Figure 1. A small window of the routed layout (run 1).
Window x 78 to 98, y 20 to 40 µm. Cells in gray, sequential cells in the stronger gray; small squares are vias.
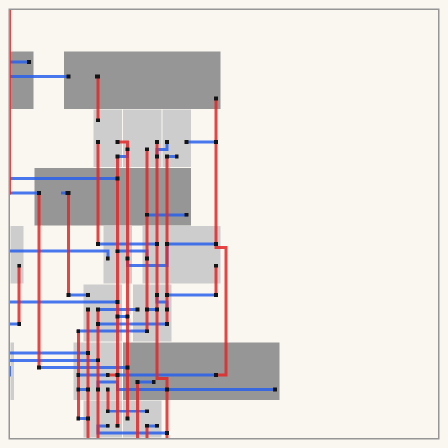
Figure 2. Congestion heat map (run 1).
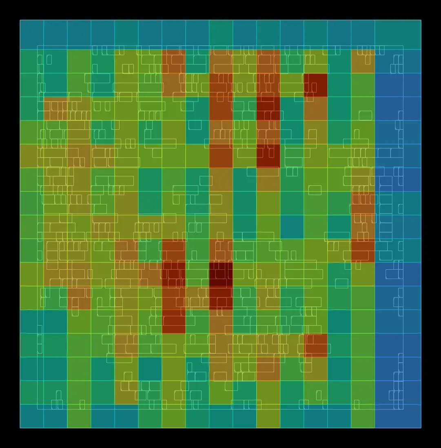
Figure 3. Sequential cells grouped by signal name (run 1).
(4 px per µm) Other sequential cells in the stronger gray, the rest of the logic in the fainter gray.
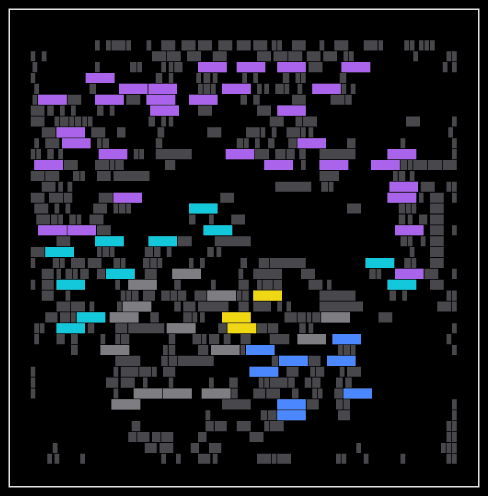
Figure 4. Metal layers overlaid (run 1).
(3 px per µm)
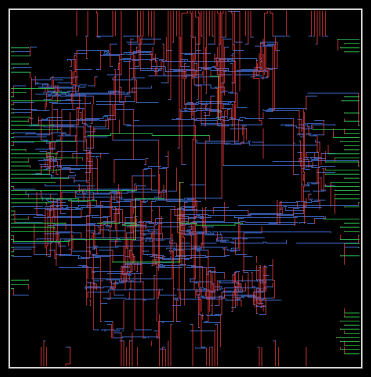
--- src/rtl/ram_dump_reader.sv ---
// rtl/ram_dump_reader.sv - sequential RAM word dumper with skip-zero, timeout and stream handshake
module ram_dump_reader #(
  parameter int          NWORDS    = 1024,
  parameter logic [31:0] BASE      = 32'h0,
  parameter int          TIMEOUT   = 255,
  parameter bit          SKIP_ZERO = 1'b1
) (
  input  logic        CLK,
  input  logic        RST,
  input  logic        start,
  output logic        tbCTRL,
  output logic        REN,
  output logic        WEN,
  output logic [31:0] addr,
  output logic [31:0] store,
  input  logic [31:0] load,
  input  logic [1:0]  ramstate,
  output logic        dump_valid,
  input  logic        dump_ready,
  output logic [31:0] dump_addr,
  output logic [31:0] dump_data,
  output logic        done,
  output logic        err
);

  // Index is one bit wider than needed so the last increment can never wrap.
  localparam int            IW       = $clog2(NWORDS) + 1;
  localparam logic [IW-1:0] LAST     = IW'(NWORDS - 1);
  localparam logic [7:0]    WAIT_MAX = 8'(TIMEOUT);

  localparam logic [1:0] RS_ACCESS = 2'b10;
  localparam logic [1:0] RS_ERROR  = 2'b11;

  typedef enum logic [2:0] {
    ST_IDLE,
    ST_REQ,
    ST_EMIT,
    ST_NEXT,
    ST_DONE,
    ST_ERR
  } state_t;

  state_t        state;
  state_t        state_nxt;
  logic [IW-1:0] index;
  logic [7:0]    wait_cnt;
  logic          start_q;
  logic          armed;
  logic          err_q;
  logic [31:0]   cap_addr;
  logic [31:0]   cap_data;
  logic [31:0]   req_addr;
  logic          start_edge;
  logic          access;
  logic          ram_error;

  // A start edge only counts once start has been seen low since reset, so a
  // start line held high through reset cannot launch a dump.
  assign start_edge = start && !start_q && armed;
  assign access     = (ramstate == RS_ACCESS);
  assign ram_error  = (ramstate == RS_ERROR);
  assign req_addr   = BASE + (32'(index) << 2);

  assign WEN   = 1'b0;
  assign store = 32'h0;

  // State register.
  always_ff @(posedge CLK) begin
    if (RST) begin
      state <= ST_IDLE;
    end else begin
      state <= state_nxt;
    end
  end

  // Next-state decode and Moore outputs.
  always_comb begin
    state_nxt  = state;
    tbCTRL     = 1'b0;
    REN        = 1'b0;
    addr       = 32'h0;
    dump_valid = 1'b0;
    done       = 1'b0;
    case (state)
      ST_IDLE: begin
        if (start_edge) state_nxt = ST_REQ;
      end
      ST_REQ: begin
        tbCTRL = 1'b1;
        REN    = 1'b1;
        addr   = req_addr;
        if (access) begin
          if (SKIP_ZERO && (load == 32'h0)) state_nxt = ST_NEXT;
          else                              state_nxt = ST_EMIT;
        end else if (ram_error) begin
          state_nxt = ST_ERR;
        end else if (wait_cnt >= WAIT_MAX) begin
          state_nxt = ST_ERR;
        end
      end
      ST_EMIT: begin
        tbCTRL     = 1'b1;
        dump_valid = 1'b1;
        if (dump_ready) state_nxt = ST_NEXT;
      end
      ST_NEXT: begin
        tbCTRL = 1'b1;
        if (index == LAST) state_nxt = ST_DONE;
        else               state_nxt = ST_REQ;
      end
      ST_DONE: begin
        done      = 1'b1;
        state_nxt = ST_IDLE;
      end
      ST_ERR: begin
        state_nxt = ST_IDLE;
      end
      default: begin
        state_nxt = ST_IDLE;
      end
    endcase
  end

  // Start edge detector and re-arm flag.
  always_ff @(posedge CLK) begin
    if (RST) begin
      start_q <= 1'b0;
      armed   <= 1'b0;
    end else begin
      start_q <= start;
      if (!start) armed <= 1'b1;
    end
  end

  // Word index: cleared on a new dump, advanced in NEXT unless on the last word.
  always_ff @(posedge CLK) begin
    if (RST) begin
      index <= '0;
    end else if (state == ST_IDLE && start_edge) begin
      index <= '0;
    end else if (state == ST_NEXT && index != LAST) begin
      index <= index + 1'b1;
    end
  end

  // Saturating wait counter; held at zero outside REQ so every REQ entry starts fresh.
  always_ff @(posedge CLK) begin
    if (RST) begin
      wait_cnt <= 8'h0;
    end else if (state != ST_REQ) begin
      wait_cnt <= 8'h0;
    end else if (wait_cnt != 8'hFF) begin
      wait_cnt <= wait_cnt + 8'h1;
    end
  end

  // Capture the granted word so it stays stable for the whole EMIT stall.
  always_ff @(posedge CLK) begin
    if (RST) begin
      cap_addr <= 32'h0;
      cap_data <= 32'h0;
    end else if (state == ST_REQ && access) begin
      cap_addr <= req_addr;
      cap_data <= load;
    end
  end

  // Sticky error flag, cleared only by reset or the next accepted start edge.
  always_ff @(posedge CLK) begin
    if (RST) begin
      err_q <= 1'b0;
    end else if (state == ST_IDLE && start_edge) begin
      err_q <= 1'b0;
    end else if (state_nxt == ST_ERR) begin
      err_q <= 1'b1;
    end
  end

  assign dump_addr = cap_addr;
  assign dump_data = cap_data;
  assign err       = err_q;

endmodule

--- config.mk ---
export PLATFORM = sky130hd
export DESIGN_NAME = ram_dump_reader
export DESIGN_NICKNAME = d
export VERILOG_FILES = /design/src/rtl/ram_dump_reader.sv
export SDC_FILE = /design/constraint.sdc
export NUM_CORES = 1
export LEC_CHECK = 0
export ABC_AREA = 0
export ABC_CLOCK_PERIOD_IN_PS = 2600
export CORE_AREA = 5 5 112 114
export DETAILED_ROUTE_END_ITERATION = 16
export DIE_AREA = 0 0 117 119
export HOLD_SLACK_MARGIN = 0.02
export REMOVE_ABC_BUFFERS = 1
export SYNTH_ARGS = -nofsm -noshare
export SYNTH_HDL_FRONTEND = slang
export SYNTH_SLANG_ARGS = --single-unit
--- constraint.sdc ---
create_clock -name CLK -period 2.6 [get_ports CLK]
set_input_delay 0.52 -clock CLK [delete_from_list [all_inputs] [get_ports CLK]]
set_output_delay 0.52 -clock CLK [all_outputs]
set_load 0.03 [all_outputs]
==> summary.txt, run 1 <==
impl run done, here's what came out: Synth Area per Inst 8.10 µm², WHS Endpoint armed, Setup CP Type reg -> out, fin cells 650, layout cells sized above 1 5.52%, Final Wtd Congestion 0.713, Comb group 0.316 mW, met3 GRT Util 5.63%, vias per cell 4.28, post-CTS setup buffer count 0, FFs w/ async S/R, synth 0%, Post-Syn Instances 409, tap cells 143, power after layout 2.61 mW, YS chip area 0.00331 mm², WHS Path Cells 2, register bit total from synthesis 68, DR DRC count 0, Multi-In Gates 320, r2r setup slk 620 ps, Reg clk slew, reported paths 60 ps, Top logic family simple AND/OR/NAND/NOR gates, status completed, Tightest Hold Check Type reg -> reg, Pre-Place Util 29.3%, post-layout period usage 96.0%, logic area 0.00156 mm², Min Clock Period, post-route 2500 ps, largest net degree at the start of global routing 45, Slew Viols, Final 0, top cells by area dfxtp_1 41%, buf_4 17%, nand2_1 11%, FF-to-FF Start index[0], clock group total power 1.24 mW, Die Y-Extent 119 µm, root buffer cell clkbuf_16, total clock buffers created by CTS 9, fraction of power consumed by sequential logic 40.6%, tool warnings 25, Critical Path AT 1980 ps, post-placement setup slack 339 ps, post-cts sizing count 10, Synthesis Warnings 0, clk buf depth 2, iteration tally of the first detailed-router pass 4, area fraction in mux cells 0.906%, cells along the critical path nor3b_2 > buf_4 > clkdlybuf4s50_1, Setup Skew 6.23 ps, count of flip-flops and latches 68, Plain + repair buffers 101, end of the critical path REN, maxcap violations 0, met2 usage 20.3%, Top delay family on crit path buffers and inverters, Top pwr grp the clock network, Hold Buf Count CTS 0, Post-synth EDFFs 0, Fin Setup TNS 0 ps, initial antenna violation count 0, CP max-delay cell clkdlybuf4s50_1, Levels on crit path 3, CP bufs+invs 2, vias in the first global route 2,722, Synth Seq Share 41.1%, Placed Area 0.00412 mm², invs w/o clock 2, CP Capture Type output pin, CTS sink count 68, placed cell count 634, HPWL Detailed 6510 µm, met3 WL 876 µm, ANT cells 0, crit path from state[2], Synth area leader dfxtp_1, via count 2,779, Syn-to-layout area delta 33.0%, FP Rows 39, xor/xnor share 2.38%, Nets 542, clock buffers 12, post-route cell area 0.00441 mm², Insertion Delay late pin 320 ps, crit path max fanout 15, Hold Crit Start armed, Lkg Pwr 1.70 nW, Clock power frac 47.3%, FF+latch area 0.00136 mm², met1 usage 15.3%, routed wire length 8700 µm, Comb power frac 12.1%, Netlist cell types 40, Max rail drop VDD 0.292 mV, number of primary I/O pins 172, top cells by count 96 x nand2_1, 75 x buf_4, 68 x dfxtp_1, Pint 1.93 mW, H-Tree Depth 3, # Cells Yosys 409, GR Overflow Total 0, Worst EP required 2080 ps, met1 wire length 3690 µm, Seq/total area 30.9%, max incr delay on CP 690 ps, Commonest Layout Cell nand2_1, full die area 0.0139 mm², NetSw 0.685 mW, crit start category flip-flop, Post-Synth Simple-Gate Area 23.6%, Compound-Gate Fraction of Synth Area 11.0%, reg2reg path depth 6, metal2 WL 4090 µm, core region area 0.0113 mm², pwr dens 593 mW/mm², Most common reg cell dfxtp_1, post-synthesis adder-cell area fraction 0.755%, final worst setup slack 103 ps, max frequency 401 MHz, max FFs per register 32, logic share of the area 35.5%, Max-area cell class logic gates, clk tree area frac 6.90%, port buffer count 96, first-pass GRT wire length 13,900 µm, Top Layout Cells 96 x nand2_1, 85 x clkdlybuf4s50_1, 75 x conb_1, 68 x dfxtp_1, 53 x a21oi_1, Final Setup Violations 0, GR peak layer met2, # fillers 1,186, worst hold slack 451 ps, Non-clock buffer share 22.5%
Back to the opening pictures, Figure 1:
layer	color
metal 1	blue
metal 2	red
sequential cells in the window	3
cells with their middle in the window	13
netlist names of flops here include	wait_cnt (3)
most frequent	dfxtp_1 (3)

Back to the opening pictures, Figure 2:
gr usage total: 12.5%
WL/cell: 13.4 µm

Back to the opening pictures, Figure 3:
signal	color	placed flops
dump_addr	cyan	11
wait_cnt	blue	8
state	yellow	3
dump_data	purple	32
not colored	14
total sequential power: 1.06 mW
final core utilization: 38.9%

Back to the opening pictures, Figure 4:
layer	color	wire length
metal 3	green	877 µm
metal 4	orange	54.4 µm
metal 2	red	4,090 µm
metal 1	blue	3,690 µm

## Run 2: what changed since run 1
--- a/config.mk
+++ b/config.mk
@@ -15,3 +15,4 @@
 export SYNTH_ARGS = -nofsm -noshare
 export SYNTH_HDL_FRONTEND = slang
 export SYNTH_SLANG_ARGS = --single-unit
+export TNS_END_PERCENT = 10
==> summary.txt, run 2 <==
impl run done, here's what came out: met1 wire length 3690 µm, Hold Crit Start armed, Setup Skew 6.23 ps, Min Clock Period, post-route 2500 ps, Final Wtd Congestion 0.713, total clock buffers created by CTS 9, max FFs per register 32, logic area 0.00156 mm², post-CTS setup buffer count 0, port buffer count 96, FF-to-FF Start index[0], post-placement setup slack 339 ps, crit path max fanout 15, metal2 WL 4090 µm, Seq/total area 30.9%, Comb group 0.316 mW, Synth Area per Inst 8.10 µm², FF+latch area 0.00136 mm², Placed Area 0.00412 mm², Plain + repair buffers 101, GR Overflow Total 0, CP Capture Type output pin, layout cells sized above 1 5.52%, final core utilization 38.9%, invs w/o clock 2, area fraction in mux cells 0.906%, Setup CP Type reg -> out, Post-Synth Simple-Gate Area 23.6%, Die W 117 µm, largest net degree at the start of global routing 45, WL/cell 13.4 µm, GR peak layer met2, met1 usage 15.3%, Hold Buf Count CTS 0, number of primary I/O pins 172, CTS sink count 68, Clock power frac 47.3%, Non-clock buffer share 22.5%, crit start category flip-flop, logic share of the area 35.5%, Nets 542, Reg clk slew, reported paths 60 ps, vias per cell 4.28, met3 GRT Util 5.63%, iteration tally of the first detailed-router pass 4, worst hold slack 451 ps, Insertion Delay late pin 320 ps, Top delay family on crit path buffers and inverters, FFs w/ async S/R, synth 0%, Die Y-Extent 119 µm, first-pass GRT wire length 13,900 µm, post-layout period usage 96.0%, end of the critical path REN, met3 WL 876 µm, Slew Viols, Final 0, cells along the critical path nor3b_2 > buf_4 > clkdlybuf4s50_1, met2 usage 20.3%, Final Setup Violations 0, initial antenna violation count 0, Max rail drop VDD 0.292 mV, core region area 0.0113 mm², Pint 1.93 mW, tool warnings 25, Fin Setup TNS 0 ps, FP Rows 39, post-route cell area 0.00441 mm², count of flip-flops and latches 68, max frequency 401 MHz, ANT cells 0, full die area 0.0139 mm², # Cells Yosys 409, CP max-delay cell clkdlybuf4s50_1, clock group total power 1.24 mW, Commonest Layout Cell nand2_1, DR DRC count 0, NetSw 0.685 mW, HPWL Detailed 6510 µm, Most common reg cell dfxtp_1, via count 2,779, total sequential power 1.06 mW, Worst EP required 2080 ps, fin cells 650, power after layout 2.61 mW, fraction of power consumed by sequential logic 40.6%, clk buf depth 2, routed wire length 8700 µm, WHS Path Cells 2, xor/xnor share 2.38%, Compound-Gate Fraction of Synth Area 11.0%, Synth Seq Share 41.1%, Max-area cell class logic gates, clk tree area frac 6.90%, register bit total from synthesis 68, status completed, Top Layout Cells 96 x nand2_1, 85 x clkdlybuf4s50_1, 75 x conb_1, 68 x dfxtp_1, 53 x a21oi_1, Multi-In Gates 320, Tightest Hold Check Type reg -> reg, post-synthesis adder-cell area fraction 0.755%, crit path from state[2], Pre-Place Util 29.3%, YS chip area 0.00331 mm², gr usage total 12.5%, r2r setup slk 620 ps, top cells by area dfxtp_1 41%, buf_4 17%, nand2_1 11%, Post-synth EDFFs 0, Netlist cell types 40, Comb power frac 12.1%, Lkg Pwr 1.70 nW, root buffer cell clkbuf_16, final worst setup slack 103 ps, Critical Path AT 1980 ps, maxcap violations 0, Levels on crit path 3, Top pwr grp the clock network, Top logic family simple AND/OR/NAND/NOR gates, Syn-to-layout area delta 33.0%, tap cells 143, # fillers 1,186, CP bufs+invs 2, pwr dens 593 mW/mm², vias in the first global route 2,722, post-cts sizing count 10, top cells by count 96 x nand2_1, 75 x buf_4, 68 x dfxtp_1
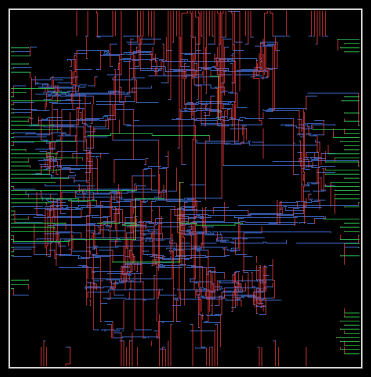
Figure 5: run 2, metal layers overlaid.
(3 px per µm)
layer	color	wire length
metal 4	orange	54.4 µm
metal 2	red	4,090 µm
metal 1	blue	3,690 µm
metal 3	green	877 µm

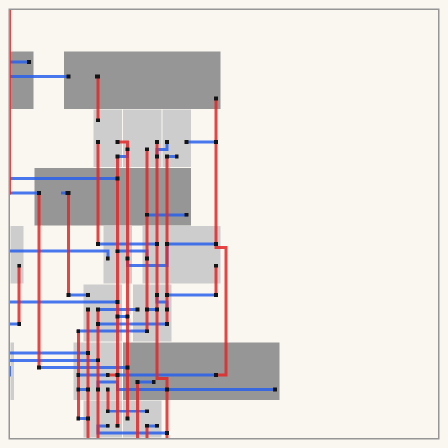
Figure 6: run 2, a small window of the routed layout.
Window x 78 to 98, y 20 to 40 µm. Cells in gray, sequential cells in the stronger gray; small squares are vias.
layer	color
metal 1	blue
metal 2	red
cells with their middle in the window	13
netlist names of flops here include	wait_cnt (3)
most frequent	dfxtp_1 (3)
sequential cells in the window	3

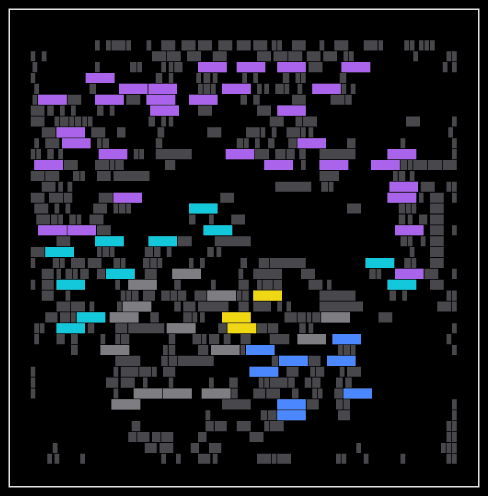
Figure 7: run 2, sequential cells grouped by signal name.
(4 px per µm) Other sequential cells in the stronger gray, the rest of the logic in the fainter gray.
signal	color	placed flops
state	yellow	3
dump_data	purple	32
dump_addr	cyan	11
wait_cnt	blue	8

Power and IR drop assume default switching activity.
